## src/rtl/pair_area_scheduler.sv

```systemverilog
// pair_area_scheduler: walks every unordered pair (i<j) of an N-point set in
// row-major order, issues each over a valid/ready link, tracks in-flight pairs
// in an in-order tag FIFO and keeps the running maximum area and its pair.
//
// Ports:
//   clk, rst_n           clock, asynchronous active-low reset
//   start                level; high in IDLE begins a sweep
//   busy / finished      high in ISSUE|DRAIN / high in DONE
//   pair_valid/ready     issue handshake; pair_i < pair_j
//   area_valid, area     one returned area per cycle, in issue order
//   best_area/i/j        running maximum (strict >, ties keep earliest)
//   pair_count           pairs retired this sweep
//   proto_err            sticky: area_valid with nothing in flight
module pair_area_scheduler #(
   parameter int NUM_ELEMENTS    = 496,
   parameter int IDX_W           = 16,
   parameter int AREA_W          = 64,
   parameter int MAX_OUTSTANDING = 4
) (
   input  logic              clk,
   input  logic              rst_n,
   input  logic              start,
   output logic              busy,
   output logic              finished,
   output logic              pair_valid,
   input  logic              pair_ready,
   output logic [IDX_W-1:0]  pair_i,
   output logic [IDX_W-1:0]  pair_j,
   input  logic              area_valid,
   input  logic [AREA_W-1:0] area,
   output logic [AREA_W-1:0] best_area,
   output logic [IDX_W-1:0]  best_i,
   output logic [IDX_W-1:0]  best_j,
   output logic [31:0]       pair_count,
   output logic              proto_err
);

   localparam int PW = (MAX_OUTSTANDING > 1) ? $clog2(MAX_OUTSTANDING) : 1;
   localparam int CW = $clog2(MAX_OUTSTANDING + 1);

   localparam logic [IDX_W-1:0] LAST_I = IDX_W'(NUM_ELEMENTS - 2);
   localparam logic [IDX_W-1:0] LAST_J = IDX_W'(NUM_ELEMENTS - 1);

   typedef enum logic [1:0] {
      S_IDLE,
      S_ISSUE,
      S_DRAIN,
      S_DONE
   } state_t;

   state_t             r_state;
   logic               r_pair_valid;
   logic [IDX_W-1:0]   r_pair_i;
   logic [IDX_W-1:0]   r_pair_j;
   logic [AREA_W-1:0]  r_best_area;
   logic [IDX_W-1:0]   r_best_i;
   logic [IDX_W-1:0]   r_best_j;
   logic [31:0]        r_pair_count;
   logic               r_proto_err;
   logic [IDX_W-1:0]   r_fifo_i [MAX_OUTSTANDING];
   logic [IDX_W-1:0]   r_fifo_j [MAX_OUTSTANDING];
   logic [PW-1:0]      r_wptr;
   logic [PW-1:0]      r_rptr;
   logic [CW-1:0]      r_out;

   logic               w_push;
   logic               w_pop;
   logic               w_spurious;
   logic [CW-1:0]      w_out_nxt;
   logic               w_room;
   logic               w_last;
   logic               w_row_end;
   logic               w_better;
   logic [IDX_W-1:0]   w_tag_i;
   logic [IDX_W-1:0]   w_tag_j;

   function automatic logic [PW-1:0] f_inc(input logic [PW-1:0] p);
      return (p == PW'(MAX_OUTSTANDING - 1)) ? '0 : p + PW'(1);
   endfunction

   assign w_push     = r_pair_valid & pair_ready;
   assign w_pop      = area_valid & (r_out != '0);
   assign w_spurious = area_valid & (r_out == '0);
   assign w_out_nxt  = r_out + CW'(w_push) - CW'(w_pop);
   // Valid for the next cycle is decided from the post-update occupancy,
   // so pair_ready never reaches pair_valid combinationally.
   assign w_room     = (w_out_nxt < CW'(MAX_OUTSTANDING));
   assign w_last     = (r_pair_i == LAST_I) && (r_pair_j == LAST_J);
   assign w_row_end  = (r_pair_j == LAST_J);
   assign w_tag_i    = r_fifo_i[r_rptr];
   assign w_tag_j    = r_fifo_j[r_rptr];
   assign w_better   = (area > r_best_area);

   always_ff @(posedge clk or negedge rst_n) begin
      if (!rst_n) begin
         r_state      <= S_IDLE;
         r_pair_valid <= 1'b0;
         r_pair_i     <= '0;
         r_pair_j     <= '0;
         r_best_area  <= '0;
         r_best_i     <= '0;
         r_best_j     <= '0;
         r_pair_count <= '0;
         r_proto_err  <= 1'b0;
         r_wptr       <= '0;
         r_rptr       <= '0;
         r_out        <= '0;
         for (int k = 0; k < MAX_OUTSTANDING; k++) begin
            r_fifo_i[k] <= '0;
            r_fifo_j[k] <= '0;
         end
      end else begin
         r_out <= w_out_nxt;

         if (w_push) begin
            r_fifo_i[r_wptr] <= r_pair_i;
            r_fifo_j[r_wptr] <= r_pair_j;
            r_wptr           <= f_inc(r_wptr);
         end

         if (w_pop) begin
            r_rptr       <= f_inc(r_rptr);
            r_pair_count <= r_pair_count + 32'd1;
            if (w_better) begin
               r_best_area <= area;
               r_best_i    <= w_tag_i;
               r_best_j    <= w_tag_j;
            end
         end

         if (w_spurious) begin
            r_proto_err <= 1'b1;
         end

         case (r_state)
            S_IDLE: begin
               r_pair_valid <= 1'b0;
               if (start) begin
                  // Later assignments here override the retire/error
                  // updates above: a new sweep starts from a clean slate.
                  r_best_area  <= '0;
                  r_best_i     <= '0;
                  r_best_j     <= '0;
                  r_pair_count <= '0;
                  r_proto_err  <= 1'b0;
                  r_pair_i     <= '0;
                  if (NUM_ELEMENTS < 2) begin
                     r_pair_j <= '0;
                     r_state  <= S_DONE;
                  end else begin
                     r_pair_j     <= IDX_W'(1);
                     r_pair_valid <= 1'b1;
                     r_state      <= S_ISSUE;
                  end
               end
            end
            S_ISSUE: begin
               if (w_push && w_last) begin
                  r_pair_valid <= 1'b0;
                  r_state      <= S_DRAIN;
               end else begin
                  r_pair_valid <= w_room;
                  if (w_push) begin
                     if (w_row_end) begin
                        r_pair_i <= r_pair_i + IDX_W'(1);
                        r_pair_j <= r_pair_i + IDX_W'(2);
                     end else begin
                        r_pair_j <= r_pair_j + IDX_W'(1);
                     end
                  end
               end
            end
            S_DRAIN: begin
               r_pair_valid <= 1'b0;
               if (w_out_nxt == '0) begin
                  r_state <= S_DONE;
               end
            end
            S_DONE: begin
               r_pair_valid <= 1'b0;
               if (!start) begin
                  r_state <= S_IDLE;
               end
            end
            default: begin
               r_pair_valid <= 1'b0;
               r_state      <= S_IDLE;
            end
         endcase
      end
   end

   assign busy       = (r_state == S_ISSUE) || (r_state == S_DRAIN);
   assign finished   = (r_state == S_DONE);
   assign pair_valid = r_pair_valid;
   assign pair_i     = r_pair_i;
   assign pair_j     = r_pair_j;
   assign best_area  = r_best_area;
   assign best_i     = r_best_i;
   assign best_j     = r_best_j;
   assign pair_count = r_pair_count;
   assign proto_err  = r_proto_err;

endmodule

```

## config.mk

```make
export PLATFORM = sky130hd
export DESIGN_NAME = pair_area_scheduler
export DESIGN_NICKNAME = d
export VERILOG_FILES = /design/src/rtl/pair_area_scheduler.sv
export SDC_FILE = /design/constraint.sdc
export NUM_CORES = 1
export LEC_CHECK = 0
export CORE_AREA = 2 2 178 180
export CTS_BUF_LIST = sky130_fd_sc_hd__clkbuf_8
export CTS_CLUSTER_DIAMETER = 40
export DETAILED_ROUTE_END_ITERATION = 6
export DIE_AREA = 0 0 180 182
export PLACE_DENSITY_LB_ADDON = 0.3
export SLEW_MARGIN = 20
export SYNTH_ARGS = -nofsm -noshare
export SYNTH_HDL_FRONTEND = slang
export SYNTH_SLANG_ARGS = --single-unit
export TNS_END_PERCENT = 5
```

## constraint.sdc

```tcl
create_clock -name clk -period 3 [get_ports clk]
set_clock_uncertainty 0.2 [all_clocks]
set_input_delay 0.6 -clock clk [delete_from_list [all_inputs] [get_ports clk]]
set_output_delay 0.6 -clock clk [all_outputs]
set_load 0.005 [all_outputs]
```

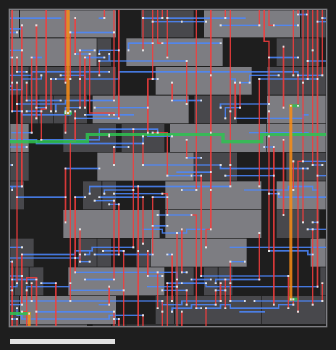
(images/zoom.png)
The bar under the picture is 10 um long. Region (75, 76) to (105, 106) um. Cells in gray, sequential cells in the stronger gray; small squares are vias.
Green stands for met3. Red stands for met2. Blue stands for met1. Orange stands for met4.
Sequential cells in the window: 17. 50 logic cells have their middle in the window. Netlist names of flops here include `r_fifo_j` (9), `r_fifo_i` (8). Most frequent: dfrtp_1 (17), nand2_1 (10).

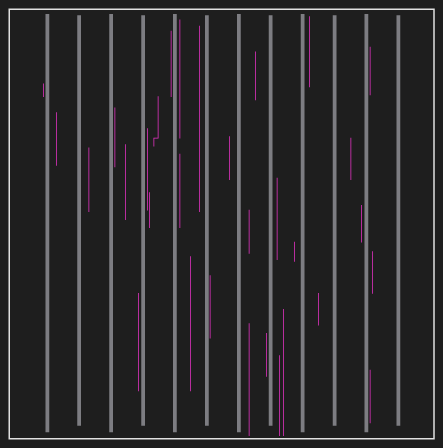
(images/met4.png)
Supply wires on this layer in gray.
The longest straight run is 78.9 um. The layer carries 889 um of wire.
WL final: 41,270 um
Vias: 12,249

==> qor.txt <==
Status: completed
Slew margin rel.: 63.02%
Main flop type after synthesis: dfrtp_1
Floorplan utilization: 50.31%
Hold Crit Class: input pin to flip-flop
Sw power: 0.005235 W
RSZ-0062 raised after global routing: yes
PortBufs: 232
Initial antenna violation count: 1
Setup violators final: 0
H-tree Lvls: 2
WP data required: 3300 ps
Ys flops: 299
CTS buffer count: 54
CORE AREA: 30,990 um2
Cell Type Count: 61
Final Non-Filler Cells: 2,227
Internal Power: 0.01044 W
Chip area: 32,760 um2
Met3 usage: 4.653%
CTS Buffer Depth: 3
Critical Path Start Type: input pin
CP max stage cell: clkdlybuf4s50_1
Avg Vias per Cell: 5.500
Ys cells: 1,469
WP buf/inv: 4
Area Overhead vs Synth: 31.26%
Layout cells sized above 1: 20.34%
CP arrival: 3280 ps
Pre-CTS setup slack: -782.0 ps
Async S/R FF share, synth: 100.0%
CTS Root Cell: clkbuf_8
Final Hold Vio Count: 0
Seq pwr share: 35.9%
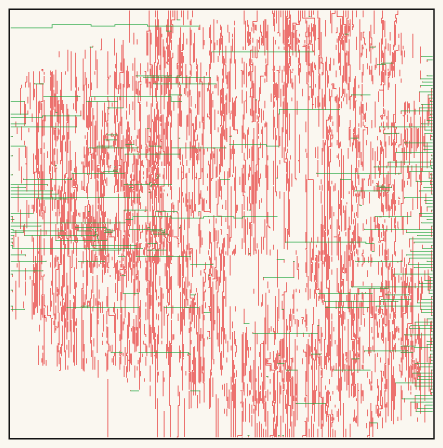
(images/metal_stack.png)
Two of the layers only.
Red stands for met2, wire length 20.2 mm. Green stands for met3, wire length 2,340 um.
wire per inst: 18.53 um
Total Routing Usage GR: 24.86%

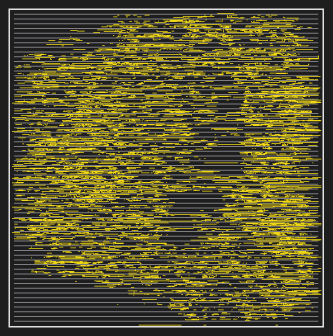
(images/met1.png)
Supply wires on this layer in gray.
The layer holds 43% of the routed length. 1,754 nets have wire on it. The longest straight run is 44.6 um. The wires run mostly horizontal. The layer carries 17,800 um of wire.

## metal layers
layer	part of all wire [%]	vias up
met4	2.2	0
met2	49	369
li1	-	5707
met1	43	6103
met3	5.7	70
met5	0	-
## synthesized netlist by cell type, drive strengths merged (17+ instances only)
library cell,number,area (um2)
clkbuf,66,247.7
nor2,63,236.5
nand2,268,1016
mux2,106,1194
dfrtp,299,7482
a21oi,55,279.0
buf,27,140.1
mux2i,97,970.9
nand3,45,225.2
nand4,26,162.7
inv,86,322.8
ha,80,1001
mux4,32,720.7
o21ai,51,259.0
xnor2,17,148.9
xor2,37,324.1
## tightest hold or removal path, delay by kind of cell
| family | cells | cell delay (ps) |
|---|---|---|
| buffers and inverters | 1 | 180 |
| multiplexers | 1 | 60 |
| AND/OR/NAND/NOR | 1 | 80 |
## kinds of logic after synthesis
logic type	count (synthesis)	share of synthesized area, %
AOI/OAI and AO/OA	154	6.036
and+or+nand+nor	466	13.29
muxes	235	18.51
DFF	299	48.00
adders and majority gates	81	6.549
xor gates and xnor gates	54	3.034
buffers and inverters	180	4.583
## power groups by stage
stage / sequential, W / combinational [W] / clock [W]
after floorplan: 0.00556 / 0.00307 / 0
after global placement: 0.00563 / 0.00551 / 0
after detailed placement: 0.00568 / 0.00570 / 0
after CTS: 0.00562 / 0.00574 / 0.00416
after global routing: 0.00575 / 0.00659 / 0.00436
final: 0.00563 / 0.00598 / 0.00407
## metrics by stage
step,TNS (ps),area (um2),total power [W],utilization (%)
after global routing,-5364,20460,0.01670,66.04
after CTS,0,20230,0.01552,65.29
after detailed placement,-69550,19030,0.01139,61.43
after global placement,-64460,19030,0.01114,61.43
final,0,20460,0.01568,66.04
after floorplan,-1562,15600,0.008631,-
## final timing paths
path,startpoint,to,cells past startpoint
setup / recovery,area[7],best_area[51]$_DFF_PN0_,12
hold / removal,area[31],best_area[31]$_DFF_PN0_,3
setup reg to reg,best_area[30]$_DFF_PN0_,best_area[29]$_DFF_PN0_,13
hold reg to reg,r_fifo_j[60]$_DFFE_PN0P_,r_fifo_j[60]$_DFFE_PN0P_,2
max in group asynchronous,rst_n,r_fifo_j[29]$_DFFE_PN0P_,3
min in group asynchronous,rst_n,pair_count[27]$_DFF_PN0_,2
## state kept, by name, indices dropped and copies added, names as in the netlist, 3 cells and up
signal	count
best_area	64
r_fifo_i	64
r_fifo_j	64
pair_count	32
best_i	16
best_j	16
pair_i	16
pair_j	16
r_out	3
## final cells by class
type                    count  area [um2]  share of cell area (%)
diodes                      1       2.502                 0.01223
clock inverters            27       188.9                  0.9233
inverters                  87       327.8                   1.602
repair buffers            349        3453                   16.88
well taps                 402       503.0                   2.458
multi-input cells         990        7512                   36.71
clock buffers              72       991.0                   4.843
flip-flops and latches    299        7483                   36.57
## what timing repair did
item                                    4_1_cts  5_1_grt
endpoints found under the hold margin        50        0
pin swaps                                     0       10
buffers inserted                              0        2
hold buffers                                  1        0
cloned                                        0        4
endpoints found under the setup margin       96       95
resized                                       2       28
Power is estimated from default activity; no workload was simulated.
